[src/rtl/loopback_interceptor.sv]
// -----------------------------------------------------------------------------
// loopback_interceptor
//
// Sits between the post office (send/receive queues) and the bus
// communication interface.
//
// Send side: a message addressed to this core (address == core_id) is diverted
// into a small loopback FIFO instead of going onto the bus. Every other message
// passes straight through to the bus interface, with no latency and no state.
//
// Receive side: bus-received messages and looped-back messages are merged into
// one receive stream toward the post office. A locked round-robin arbiter does
// the merging. Once a source is offered and not taken, the arbiter stays on
// that source until the transfer completes.
//
// Ports:
//   clk, rst, flush                 clock, sync active-high reset, sync flush
//   core_id[31:0]                   this core's address (quasi-static)
//   postoffice_loopback_*           send request from the post office
//   loopback_interface_*            send toward the bus interface
//   interface_loopback_*            message received from the bus
//   loopback_postoffice_*           merged receive stream to the post office
// Message layout (128 bits): address[127:96], tag[95:64], data[63:0].
// On the receive side the address field holds the source address.
// -----------------------------------------------------------------------------
module loopback_interceptor #(
    parameter int LOOPBACK_DEPTH = 2
) (
    input  logic         clk,
    input  logic         rst,
    input  logic         flush,
    input  logic [31:0]  core_id,

    input  logic         postoffice_loopback_valid,
    output logic         loopback_postoffice_ready,
    input  logic [127:0] postoffice_loopback_data,

    output logic         loopback_interface_valid,
    input  logic         interface_loopback_ready,
    output logic [127:0] loopback_interface_data,

    input  logic         interface_loopback_valid,
    output logic         loopback_interface_ready,
    input  logic [127:0] interface_loopback_data,

    output logic         loopback_postoffice_valid,
    input  logic         postoffice_loopback_ready,
    output logic [127:0] loopback_postoffice_data
);

    // A depth of 1 still needs a 1-bit pointer.
    localparam int PTR_W = (LOOPBACK_DEPTH > 1) ? $clog2(LOOPBACK_DEPTH) : 1;
    localparam int CNT_W = $clog2(LOOPBACK_DEPTH + 1);
    localparam logic [PTR_W-1:0] LAST_PTR = PTR_W'(LOOPBACK_DEPTH - 1);
    localparam logic [CNT_W-1:0] FULL_CNT = CNT_W'(LOOPBACK_DEPTH);

    typedef enum logic {
        SRC_BUS  = 1'b0,
        SRC_LOOP = 1'b1
    } src_e;

    // -------------------------------------------------------------------------
    // Declarations
    // -------------------------------------------------------------------------
    logic               is_self;
    logic               fifo_full;
    logic               fifo_empty;
    logic               enq;
    logic               deq;
    logic [127:0]       enq_data;
    logic [127:0]       head_data;

    logic [127:0]       mem_reg [LOOPBACK_DEPTH];
    logic [PTR_W-1:0]   wr_ptr_reg, wr_ptr_next;
    logic [PTR_W-1:0]   rd_ptr_reg, rd_ptr_next;
    logic [CNT_W-1:0]   count_reg, count_next;

    logic               prio_l_reg, prio_l_next;
    logic               lock_reg, lock_next;
    src_e               lock_src_reg, lock_src_next;

    logic               bus_valid;
    logic               loop_valid;
    logic               grant_any;
    src_e               grant_src;
    logic               rx_valid;
    logic               rx_handshake;

    // Wrap-around increment; the depth need not be a power of two.
    function automatic logic [PTR_W-1:0] ptr_inc(input logic [PTR_W-1:0] p);
        return (p == LAST_PTR) ? '0 : p + 1'b1;
    endfunction

    // -------------------------------------------------------------------------
    // Send side: self detection and steering
    // -------------------------------------------------------------------------
    assign is_self = (postoffice_loopback_data[127:96] == core_id);

    assign loopback_interface_valid = postoffice_loopback_valid && !is_self;
    assign loopback_interface_data  = postoffice_loopback_data;

    // The self path depends only on FIFO occupancy and flush. It never depends
    // on the receive-side ready, so a full FIFO refuses the send even when an
    // entry leaves in the same cycle. This keeps the send ready free of any
    // combinational path from the receive ready.
    assign loopback_postoffice_ready = is_self ? (!fifo_full && !flush)
                                               : interface_loopback_ready;

    assign enq = postoffice_loopback_valid && is_self && !fifo_full && !flush;

    // The receive address field carries the source, which is this core.
    assign enq_data = {core_id, postoffice_loopback_data[95:0]};

    // -------------------------------------------------------------------------
    // Loopback FIFO
    // -------------------------------------------------------------------------
    assign fifo_full  = (count_reg == FULL_CNT);
    assign fifo_empty = (count_reg == '0);
    assign head_data  = mem_reg[rd_ptr_reg];

    always_comb begin
        wr_ptr_next = wr_ptr_reg;
        rd_ptr_next = rd_ptr_reg;
        count_next  = count_reg;
        if (enq) begin
            wr_ptr_next = ptr_inc(wr_ptr_reg);
        end
        if (deq) begin
            rd_ptr_next = ptr_inc(rd_ptr_reg);
        end
        // Enqueue together with dequeue leaves the occupancy unchanged.
        case ({enq, deq})
            2'b10:   count_next = count_reg + 1'b1;
            2'b01:   count_next = count_reg - 1'b1;
            default: count_next = count_reg;
        endcase
    end

    // Storage has no reset. The pointers and count alone decide what is live.
    always_ff @(posedge clk) begin
        if (enq) begin
            mem_reg[wr_ptr_reg] <= enq_data;
        end
    end

    // -------------------------------------------------------------------------
    // Receive arbiter
    // -------------------------------------------------------------------------
    assign bus_valid  = interface_loopback_valid;
    // Flush hides the FIFO from arbitration for that cycle.
    assign loop_valid = !fifo_empty && !flush;

    always_comb begin
        grant_any = 1'b0;
        grant_src = SRC_BUS;
        if (lock_reg) begin
            grant_any = 1'b1;
            grant_src = lock_src_reg;
        end else if (loop_valid && (!bus_valid || prio_l_reg)) begin
            grant_any = 1'b1;
            grant_src = SRC_LOOP;
        end else if (bus_valid) begin
            grant_any = 1'b1;
            grant_src = SRC_BUS;
        end
    end

    // A bus grant follows the bus valid as-is. If the bus withdraws while
    // locked, the output valid drops and the lock is released below.
    assign rx_valid = grant_any &&
                      ((grant_src == SRC_LOOP) ? loop_valid : bus_valid);

    assign loopback_postoffice_valid = rx_valid;
    assign loopback_postoffice_data  = !grant_any ? '0 :
                                       (grant_src == SRC_LOOP) ? head_data
                                                               : interface_loopback_data;

    assign loopback_interface_ready = postoffice_loopback_ready && grant_any &&
                                      (grant_src == SRC_BUS);
    assign deq = postoffice_loopback_ready && grant_any &&
                 (grant_src == SRC_LOOP) && loop_valid;

    assign rx_handshake = rx_valid && postoffice_loopback_ready;

    always_comb begin
        prio_l_next   = prio_l_reg;
        lock_next     = lock_reg;
        lock_src_next = lock_src_reg;
        if (rx_handshake) begin
            // The source that was just served loses priority next time.
            prio_l_next = (grant_src == SRC_BUS);
            lock_next   = 1'b0;
        end else if (rx_valid) begin
            // The source was offered but not taken, so stay on it.
            lock_next     = 1'b1;
            lock_src_next = grant_src;
        end else begin
            lock_next = 1'b0;
        end
    end

    // -------------------------------------------------------------------------
    // State registers: rst and flush both clear the state
    // -------------------------------------------------------------------------
    always_ff @(posedge clk) begin
        if (rst || flush) begin
            wr_ptr_reg   <= '0;
            rd_ptr_reg   <= '0;
            count_reg    <= '0;
            prio_l_reg   <= 1'b0;
            lock_reg     <= 1'b0;
            lock_src_reg <= SRC_BUS;
        end else begin
            wr_ptr_reg   <= wr_ptr_next;
            rd_ptr_reg   <= rd_ptr_next;
            count_reg    <= count_next;
            prio_l_reg   <= prio_l_next;
            lock_reg     <= lock_next;
            lock_src_reg <= lock_src_next;
        end
    end

endmodule

[config.mk]
export PLATFORM = sky130hd
export DESIGN_NAME = loopback_interceptor
export DESIGN_NICKNAME = d
export VERILOG_FILES = /design/src/rtl/loopback_interceptor.sv
export SDC_FILE = /design/constraint.sdc
export NUM_CORES = 1
export LEC_CHECK = 0
export CAP_MARGIN = 10
export CORE_AREA = 2 2 216 218
export DETAILED_ROUTE_END_ITERATION = 6
export DIE_AREA = 0 0 218 220
export GPL_TIMING_DRIVEN = 1
export PLACE_DENSITY = 0.64
export REMOVE_ABC_BUFFERS = 1
export SYNTH_ARGS = -nofsm -noshare
export SYNTH_HDL_FRONTEND = slang
export SYNTH_SLANG_ARGS = --single-unit
export TNS_END_PERCENT = 1
[constraint.sdc]
create_clock -name clk -period 10.15 [get_ports clk]
set_input_delay 2.03 -clock clk [delete_from_list [all_inputs] [get_ports clk]]
set_output_delay 2.03 -clock clk [all_outputs]
set_load 0.1 [all_outputs]
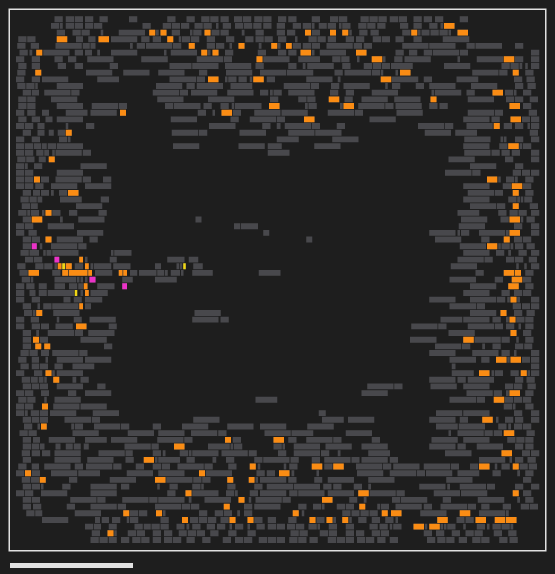
Run 1: logic cells by family
The bar under the picture is 50 um long.
| family | color | cells |
|---|---|---|
| inv cells | yellow | 3 |
| and/or cells | magenta | 4 |
| aoi and oai cells | orange | 139 |

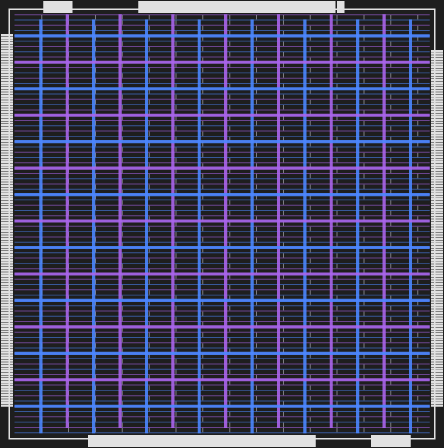
Run 1: power grid
Pins as bars on the die edge. Tap cells in gray.
| net | color |
|---|---|
| VDD | purple |
| VSS | blue |
met1 rails: 80
tap cells: 607
rows: 79
met5 straps: 15
signal pins: 555
chip width: 218 um
Die Height: 220 um
core area: 45860 um2
Max VDD drop: 92.68 uV

==> results.json, run 1 <==
{
  "diodes": 0,
  "cts_tree": "yes",
  "yosys_warnings": 0,
  "synth_cell_types": 33,
  "grt_pass1_wl_mm": 50.89,
  "cpMostUsedCell": "clkdlybuf4s50_1",
  "yosysSeqAreaShare_pct": 61.45,
  "fin_skew_ps": 21.52,
  "p_clk_uw": 910,
  "endpoint_kind": "primary output",
  "max_freq_ghz": 0.1326,
  "first_pass_iters": 4,
  "grt_pass1_vias": 8649,
  "cts_buffers": 28,
  "setup.worst_path.class": "input pin to primary output",
  "top_cell": "edfxtp_1",
  "hold_viol_final": 0,
  "fp_util_pct": 27.85,
  "synth.avg_cell_area_um2": 13.88,
  "grt_overflow": 0,
  "power.internal_uw": 1925,
  "root_buffer": "clkbuf_16",
  "rr_endpoint": "mem_reg[1][119]",
  "cts_hold_buf": 0,
  "cp_top_family": "buffers and inverters",
  "synth_area_um2": 12770,
  "path_clk_slew_ps": 60,
  "min_from": "rd_ptr_reg",
  "setup_viol": 0,
  "maxPowerGroup": "registers",
  "swShare_pct": 32.61,
  "row_count": 79,
  "cp_slowest_cell": "clkdlybuf4s50_1",
  "grt_util_all_layers_pct": 13.80,
  "port_buffers": 554,
  "hp-class": "register to register",
  "cpPeakStageDelay_ps": 1210,
  "cts_num_sinks": 264,
  "r2r_cells": 5,
  "h-tree-depth": 1,
  "edf_count": 256,
  "antenna_found_initial": 0,
  "p_leak_uw": 0.005731,
  "top_cells_by_area": "edfxtp_1 (60%), mux2i_1 (10%), buf_4 (7.9%)",
  "viasPerCell": 4.420,
  "final_util_pct": 40.87,
  "r2r_start": "count_reg[0]",
  "outcome": "complete, no violations",
  "numSynthFlops": 264,
  "syn_to_final_growth_pct": 46.79,
  "r2r_slack_ps": 6870,
  "flop_cell": "edfxtp_1",
  "drv_cap": 0,
  "ctsResizeCount": 0,
  "fin_crit_sh_pct": 74.30,
  "cp.required_ps": 8120,
  "largest_register_ffs": 256,
  "chip_area_um2": 47960,
  "yosysTopAreaCellShare_pct": 60.19,
  "cp_cell_sequence": "clkdlybuf4s50_1 > o21bai_1 > o31ai_4 > buf_12 > nor2_1 > a211oi_2 > clkdlybuf4s50_1",
  "largest_area_cell": "edfxtp_1",
  "async_flop_share_pct": 0,
  "slew_viol_final": 0,
  "instances_no_fill": 1954,
  "hpwl_mm": 24.80,
  "drt_iter0_drc": 325,
  "wire_per_inst_um": 17.88,
  "ant_nets": 0,
  "rsz0062_at_grt": "false",
  "power_switching_uw": 931.3,
  "wirelength_mm": 34.93,
  "place_area_um2": 17930
}
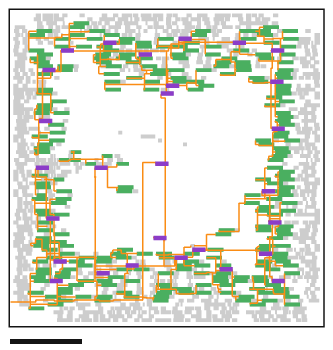
Run 1: clock distribution
The bar under the picture is 50 um long.
[flip-flops] green | count: 264
[clock-net drivers] purple | count: 28
[clock wires] orange | length: 3260 um
flops lie: all over the die
routed clock nets: 29

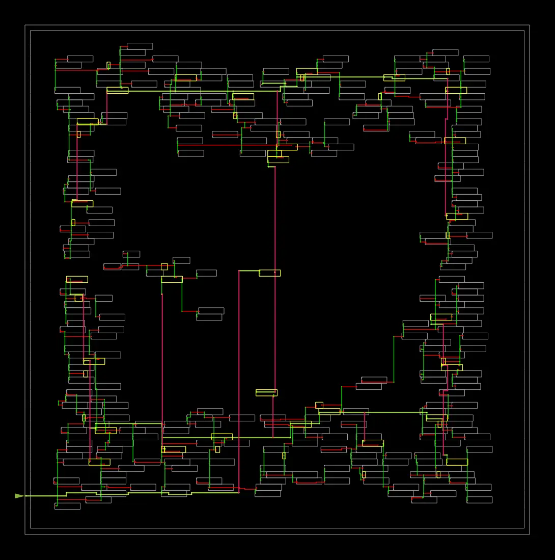
Run 1: clock nets
flip-flops: 264
Latency at later pin: 550 ps

## run 1: per-layer routing
metal | wire length (um) | vias to the layer above | GRT usage (%)
li1 | - | 4141 | -
met4 | 770 | 0 | 4.104
met2 | 17380 | 356 | 24.37
met3 | 2241 | 44 | 2.277
met5 | 0 | - | 0
met1 | 14540 | 4095 | 17.27
## run 1: cells in the final DEF, fill, tap and decap left out, types with 9 or more instances in the layout
cell and n:
nor2_1 136, clkbuf_16 28, xnor2_1 34, edfxtp_1 256, a211oi_2 60, a211oi_1 68
clkdlybuf4s50_1 554, mux2i_1 128, clkbuf_1 9, nand4_1 9
## run 1: cell families (layout without fill, tap and decap cells)
family / Yosys count / after routing / share of synthesized area [%]
AND/OR/NAND/NOR: 161 / 161 / 5.163
XOR/XNOR: 35 / 35 / 2.400
multiplexers: 130 / 130 / 10.21
AND-OR/OR-AND: 140 / 140 / 10.42
flip-flops: 264 / 264 / 61.45
buffers and inverters: 189 / 616 / 10.26
adder cells (fa/ha/maj): 1 / 1 / 0.09796
## run 1: final cells by class
cell class,instances,area (um2)
Inverter,3,11.26
Clock inverter,13,80.08
Sequential cell,264,7851
Tap cell,607,759.5
Fill cell,4298,27120
Multi-Input combinational cell,467,3647
Clock buffer,37,734.5
Timing Repair Buffer,563,5663
## run 1: worst max-delay path by stage
stage               startpoint                       endpoint  slack [ps]
detailed placement       flush  loopback_postoffice_data[119]        2600
finish                   flush   loopback_postoffice_data[55]        2610
CTS                      flush  loopback_postoffice_data[119]        2590
floorplan                flush    loopback_postoffice_data[0]      -20800
global placement         flush  loopback_postoffice_data[119]        2660
global route             flush  loopback_postoffice_data[119]        2450
## run 1: worst register-to-register path: cells and delay by family, from the launching register on
kind	cells	cell delay (ps)
compound gates	1	200
buf+inv	2	910
flops	1	430
simple gates	2	1320
==> run 1 -> run 2 <==
Settings changed: PLACE_DENSITY 0.64 to 0.66.
Clock period 10.15 ns to 6.4 ns, I/O delays scaled along.
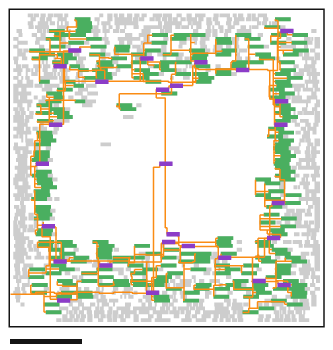
Run 2: clock distribution
The bar under the picture is 50 um long.
[flip-flops] green | count: 264
[clock-net drivers] purple | count: 27
[clock wires] orange | length: 3280 um
routed clock nets: 28

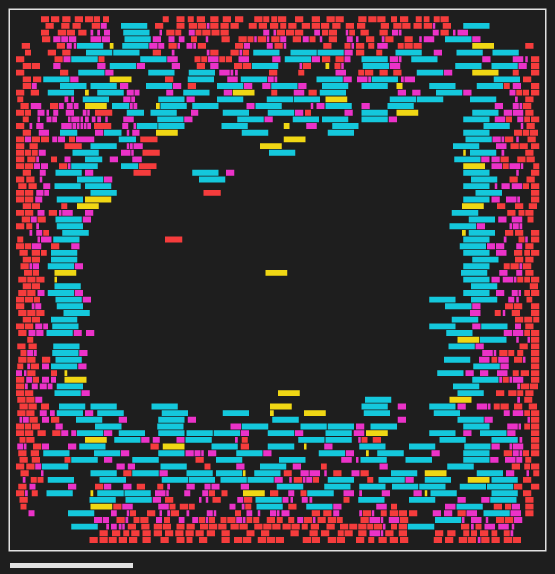
Run 2: placement by cell class
The bar under the picture is 50 um long.
| class | color | cells |
|---|---|---|
| registers | cyan | 264 |
| remaining buffers and delay cells | red | 568 |
| remaining logic cells | magenta | 470 |
| clock drivers and dummy loads | yellow | 45 |

==> run 2 against run 1 <==
Hold slack better by 13 ps. Wire length decreased by 1.3%. Die size unchanged. Via count is 0.42% lower. Combinational power up 57%. Sequential power is 59% higher. Critical path depth grew 1. Cell area decreased by 1.2%. First-iteration DRC count is 4.9% higher. Worst setup slack lost 1300 ps. Non-clock buffer count up 5. Clock skew fell by 14 ps. Largest power group unchanged. Highest routed layer unchanged.
==> results.json, run 2 <==
{
  "outcome": "complete, no violations",
  "cp.required_ps": 5120,
  "fillCellCount": 4337,
  "largest_area_cell": "edfxtp_1",
  "edf_count": 256,
  "die-height_um": 220,
  "power.internal_uw": 3073,
  "cts_num_sinks": 264,
  "common_cells": "edfxtp_1 (256), nor2_1 (138), buf_4 (135), mux2i_1 (128), a211oi_1 (68)",
  "fin_nets": 1627,
  "final_cell_mix": "clkdlybuf4s50_1 (422), edfxtp_1 (256), buf_4 (137)",
  "wirelength_mm": 34.46,
  "grt_pass1_wl_mm": 49.67,
  "swShare_pct": 32.24,
  "cp_slowest_cell": "clkdlybuf4s50_1",
  "grt_overflow": 0,
  "cts_buffers": 27,
  "grt_pass1_vias": 8574,
  "port_buffers": 554,
  "antenna_found_initial": 0,
  "ys_cells": 920,
  "layout_top_cell": "clkdlybuf4s50_1",
  "row_count": 79,
  "place_area_um2": 17700,
  "async_flop_share_pct": 0,
  "cp_cell_sequence": "clkdlybuf4s50_1 > o21bai_1 > o31ai_4 > buf_12 > buf_4 > nor2_1 > a211oi_2 > buf_4",
  "irDropWorstVdd_uv": 125.5,
  "drv_cap": 0,
  "path_max_fanout": 91,
  "grt_util_all_layers_pct": 13.38,
  "top_cells_by_area": "edfxtp_1 (60%), mux2i_1 (10%), buf_4 (7.9%)",
  "max_freq_ghz": 0.1968,
  "power_switching_uw": 1462,
  "syn-instance-count": 920,
  "diodes": 0,
  "h-tree-depth": 1,
  "drcViolationCount": 0,
  "fp_util_pct": 27.85,
  "hpwl_mm": 25.51,
  "yosysTopAreaCellShare_pct": 60.19,
  "cp_top_family": "buffers and inverters",
  "yosysSeqAreaShare_pct": 61.45,
  "chip_area_um2": 47960,
  "first_pass_iters": 6,
  "die_w_um": 218,
  "setup_viol": 0,
  "syn_to_final_growth_pct": 44.96,
  "ctsResizeCount": 0,
  "root_buffer": "clkbuf_16",
  "endpoint_kind": "primary output",
  "wire_per_inst_um": 17.64,
  "numSynthFlops": 264,
  "cts_tree": "yes",
  "critPathBufInv": 4,
  "viasPerCell": 4.401,
  "slew_viol_final": 0,
  "synth_area_um2": 12770,
  "drive_gt1_share_pct": 18.78,
  "drt_iter0_drc": 341,
  "hp-class": "register to register",
  "ant_nets": 0,
  "p_clk_share_pct": 32.3,
  "relSlewSlack_pct": 30.01,
  "cpPeakStageDelay_ps": 450,
  "top_cell": "edfxtp_1",
  "synth.avg_cell_area_um2": 13.88,
  "yosys_warnings": 0,
  "fin_skew_ps": 7.750,
  "path_clk_slew_ps": 60,
  "startpoint_type": "input pin",
  "cts_hold_buf": 0,
  "p_leak_uw": 0.005960,
  "rsz0062_at_grt": "false",
  "fin_crit_sh_pct": 79.38,
  "core-area_um2": 45860,
  "dpl_worst_slack_ps": 1361,
  "dr_total_vias": 8600,
  "min_period_ps": 5080,
  "clk_latency_ps": 530,
  "largest_register_ffs": 256,
  "cpMostUsedCell": "buf_4",
  "flop_cell": "edfxtp_1",
  "synth_cell_types": 33,
  "hold_viol_final": 0,
  "setup.worst_path.class": "input pin to primary output"
}
## run 2: cells by family (layout without fill, tap and decap cells)
kind of cell	count (synthesis)	after routing	synth area share, %
flops	264	264	61.45
compound gates	140	140	10.42
fa+ha+maj	1	1	0.09796
xor+xnor	35	35	2.400
buf+inv	189	616	10.26
mux	130	130	10.21
simple gates	161	161	5.163
## run 2: per-stage QoR
stage	setup TNS [ps]	utilization (%)	std cells	hold WS, ps
final	0	40.36	1954	526.3
after global routing	0	40.36	1954	553.9
after CTS	0	40.36	1954	527.6
after detailed placement	0	38.60	1909	514.8
after global placement	0	38.60	1909	483.5
after floorplan	-3271160	-	734	467.4
## run 2: layer usage
layer  track usage, %  share of wire, %
met1            16.21                41
met2            24.63                52
met3            2.153               5.6
met4            3.311               1.7
met5                0                 0
## run 2: cell type report
| cell class | instances | area (um2) | area share [%] |
|---|---|---|---|
| clock inverter | 14 | 120.1 | 0.6488 |
| timing repair buffer | 568 | 5433 | 29.35 |
| inverter | 3 | 11.26 | 0.06083 |
| multi-input combinational | 467 | 3647 | 19.70 |
| tap | 607 | 759.5 | 4.102 |
| sequential | 264 | 7851 | 42.41 |
| clock buffer | 31 | 690.7 | 3.731 |
## run 2: power by group through the flow
stage / combinational (uW) / sequential [uW] / clock, uW
4_1_cts: 1180 / 1890 / 1510
5_1_grt: 1210 / 1890 / 1580
6_report: 1180 / 1890 / 1460
3_5_place_dp: 1180 / 1930 / 0
3_3_place_gp: 1180 / 1930 / 0
2_1_floorplan: 456 / 1930 / 0
## run 2: final timing paths
path | cells after the start | end | start | slack, ps
worst max-delay path | 8 | loopback_postoffice_data[90] | flush | 1320
worst min-delay path | 2 | lock_src_reg | lock_src_reg | 530
worst max register to register | 7 | count_reg[1] | count_reg[0] | 3950
worst min register to register | 2 | lock_src_reg | lock_src_reg | 530
==> run 2 -> run 3 <==
Settings changed: PLACE_DENSITY 0.66 to 0.64.
Clock period 6.4 ns to 4.8 ns, I/O delays scaled along.
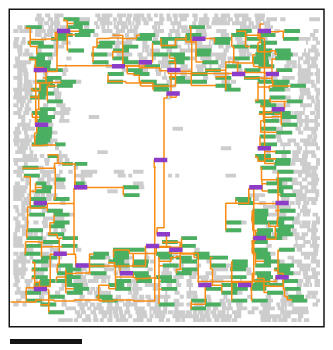
Run 3: clock distribution
The bar under the picture is 50 um long.
[flip-flops] green | count: 264
[clock-net drivers] purple | count: 29
[clock wires] orange | length: 3370 um
flops lie: all over the die
routed clock nets: 30

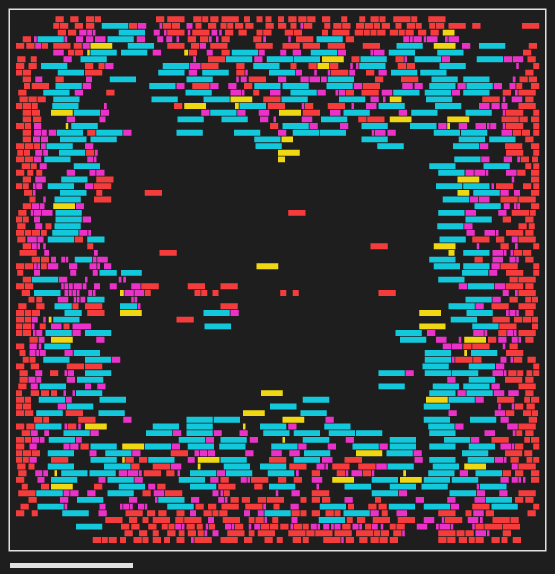
Run 3: placement by cell class
The bar under the picture is 50 um long.
| class | color | cells |
|---|---|---|
| remaining buffers and delay cells | red | 580 |
| remaining logic cells | magenta | 470 |
| registers | cyan | 264 |
| clock drivers and dummy loads | yellow | 52 |

==> run 3 against run 2 <==
Global-route usage is 0.85 points higher. Die size unchanged. Non-clock buffer count is 12 higher. Wire length up 5.2%. Critical endpoint is now loopback_postoffice_data[15]. Largest cell class unchanged.
==> results.json, run 3 <==
{
  "logic_family": "AND-OR/OR-AND gates",
  "dpl_worst_slack_ps": 572.1,
  "ant_nets": 0,
  "rr_endpoint": "count_reg[1]",
  "port_buffers": 554,
  "ys_cells": 920,
  "synthSimpleGateAreaFrac_pct": 5.163,
  "grt_pass1_wl_mm": 52.15,
  "viasPerCell": 4.438,
  "grt_util_all_layers_pct": 14.23,
  "yosysTopAreaCellShare_pct": 60.19,
  "root_buffer": "clkbuf_16",
  "yosys_area_um2": 12770,
  "drive_gt1_share_pct": 28.48,
  "yosys_warnings": 0,
  "core-area_um2": 45860,
  "r2r_slack_ps": 2590,
  "irDropWorstVdd_uv": 205.4,
  "common_cells": "edfxtp_1 (256), nor2_1 (138), buf_4 (135), mux2i_1 (128), a211oi_1 (68)",
  "grt_overflow": 0,
  "total_power_uw": 6398,
  "warnings": 25,
  "fp_util_pct": 27.85,
  "final_cell_mix": "clkdlybuf4s50_1 (302), edfxtp_1 (256), buf_4 (149)",
  "ys_sh_aoi_pct": 10.42,
  "clockBufferDepth": 3,
  "rsz0062_at_grt": "false",
  "holdPathStages": 2,
  "tightest_slew_ps": 978.7,
  "setup.worst_path.class": "input pin to primary output",
  "cts_hold_buf": 0,
  "path_max_fanout": 53,
  "syn_to_final_growth_pct": 56.00,
  "hpwl_mm": 26.78,
  "post-route-cell-area_um2": 19920,
  "ctsResizeCount": 0,
  "critPathLaunch": "flush",
  "fin_hold_ws_ps": 516.5,
  "synth_cell_types": 33,
  "min_period_ps": 4244,
  "hold_viol_final": 0,
  "final_util_pct": 43.44,
  "relSlewSlack_pct": 34.55,
  "outcome": "complete, no violations",
  "chip_area_um2": 47960,
  "cts_buffers": 29,
  "synth-xor-area-share_pct": 2.400,
  "antenna_found_initial": 1,
  "fillCellCount": 4198,
  "slew_viol_final": 0,
  "yosysSeqAreaShare_pct": 61.45,
  "io-pin-count": 555,
  "die_w_um": 218,
  "cts_tree": "yes",
  "ys_sh_mux_pct": 10.21,
  "fin_crit_sh_pct": 88.42,
  "fin_skew_ps": 14.59,
  "fin_nets": 1641,
  "wire_per_inst_um": 18.37,
  "startpoint_type": "input pin",
  "drt_iter0_drc": 318,
  "r2r_cells": 7,
  "top_cell": "edfxtp_1",
  "path_clk_slew_ps": 60,
  "r2r_start": "count_reg[0]",
  "edf_count": 256,
  "grt_pass1_vias": 8848,
  "flop_cell": "edfxtp_1",
  "die-height_um": 220,
  "max_freq_ghz": 0.2356,
  "min_from": "rd_ptr_reg",
  "cts_setup_buffers": 0,
  "p_leak_uw": 0.006632,
  "synth.avg_cell_area_um2": 13.88,
  "clk_latency_ps": 550,
  "cp.required_ps": 3840,
  "top_cells_by_area": "edfxtp_1 (60%), mux2i_1 (10%), buf_4 (7.9%)",
  "place.gp.congestion": 0.7807,
  "layout_top_cell": "clkdlybuf4s50_1",
  "place_area_um2": 18990,
  "async_flop_share_pct": 0,
  "largest_register_ffs": 256,
  "drv_cap": 0,
  "dr_total_vias": 8760,
  "largest_area_cell": "edfxtp_1",
  "setup_slack_ps": 555.7,
  "hp-class": "register to register",
  "first_pass_iters": 4,
  "cp.arrival_ps": 3280,
  "cts_num_sinks": 264,
  "numSynthFlops": 264,
  "h-tree-depth": 1,
  "endpoint_kind": "primary output",
  "wirelength_mm": 36.27,
  "adder_share_pct": 0.09797,
  "synth_area_um2": 12770,
  "drcViolationCount": 0,
  "setup_viol": 0,
  "grt_max_degree": 66,
  "row_count": 79,
  "syn-instance-count": 920,
  "p_per_area_nw_per_um2": 321.1
}
-- run 3: how the worst max path moves through the flow --
stage                                     to  cells after the start
2_1_floorplan    loopback_postoffice_data[0]                      3
3_3_place_gp    loopback_postoffice_data[30]                      8
3_5_place_dp   loopback_postoffice_data[116]                      8
4_1_cts         loopback_postoffice_data[15]                      8
5_1_grt          loopback_postoffice_data[3]                      8
6_report        loopback_postoffice_data[15]                      8
-- run 3: per-layer routing --
layer | vias to the layer above | GRT usage [%] | part of all wire [%]
met5 | - | 0 | 0
met2 | 365 | 25.38 | 51
met4 | 0 | 4.399 | 2.4
met3 | 47 | 2.747 | 7.1
met1 | 4167 | 17.30 | 39
li1 | 4181 | - | -
-- run 3: worst max-delay path, stage by stage --
cell	delay, ps
clkdlybuf4s50_1	440
o21bai_1	230
o31ai_4	350
buf_12	250
buf_12	280
nor2_1	70
a211oi_1	410
buf_12	240
-- run 3: stage by stage --
step           instances  setup TNS, ps
2_1_floorplan        734       -3732600
3_3_place_gp        1921              0
3_5_place_dp        1921              0
4_1_cts             1973              0
5_1_grt             1973              0
6_report            1974              0
-- run 3: cell type report --
| type | instances | area, um2 | area share, % |
|---|---|---|---|
| timing repair buffer | 580 | 6724 | 33.75 |
| antenna | 1 | 2.502 | 0.01256 |
| tap | 607 | 759.5 | 3.812 |
| inverter | 3 | 11.26 | 0.05652 |
| sequential | 264 | 7851 | 39.41 |
| clock buffer | 39 | 813.3 | 4.082 |
| clock inverter | 13 | 113.9 | 0.5715 |
| multi-input combinational | 467 | 3647 | 18.31 |
-- run 3: power by group --
| part | total [uW] | internal, uW | switching, uW |
|---|---|---|---|
| clock | 2140 | 1280 | 860 |
| combinational | 1730 | 571 | 1160 |
| sequential | 2530 | 2520 | 0.630 |
| total | 6400 | 4380 | 2020 |
Power and IR drop assume default switching activity.
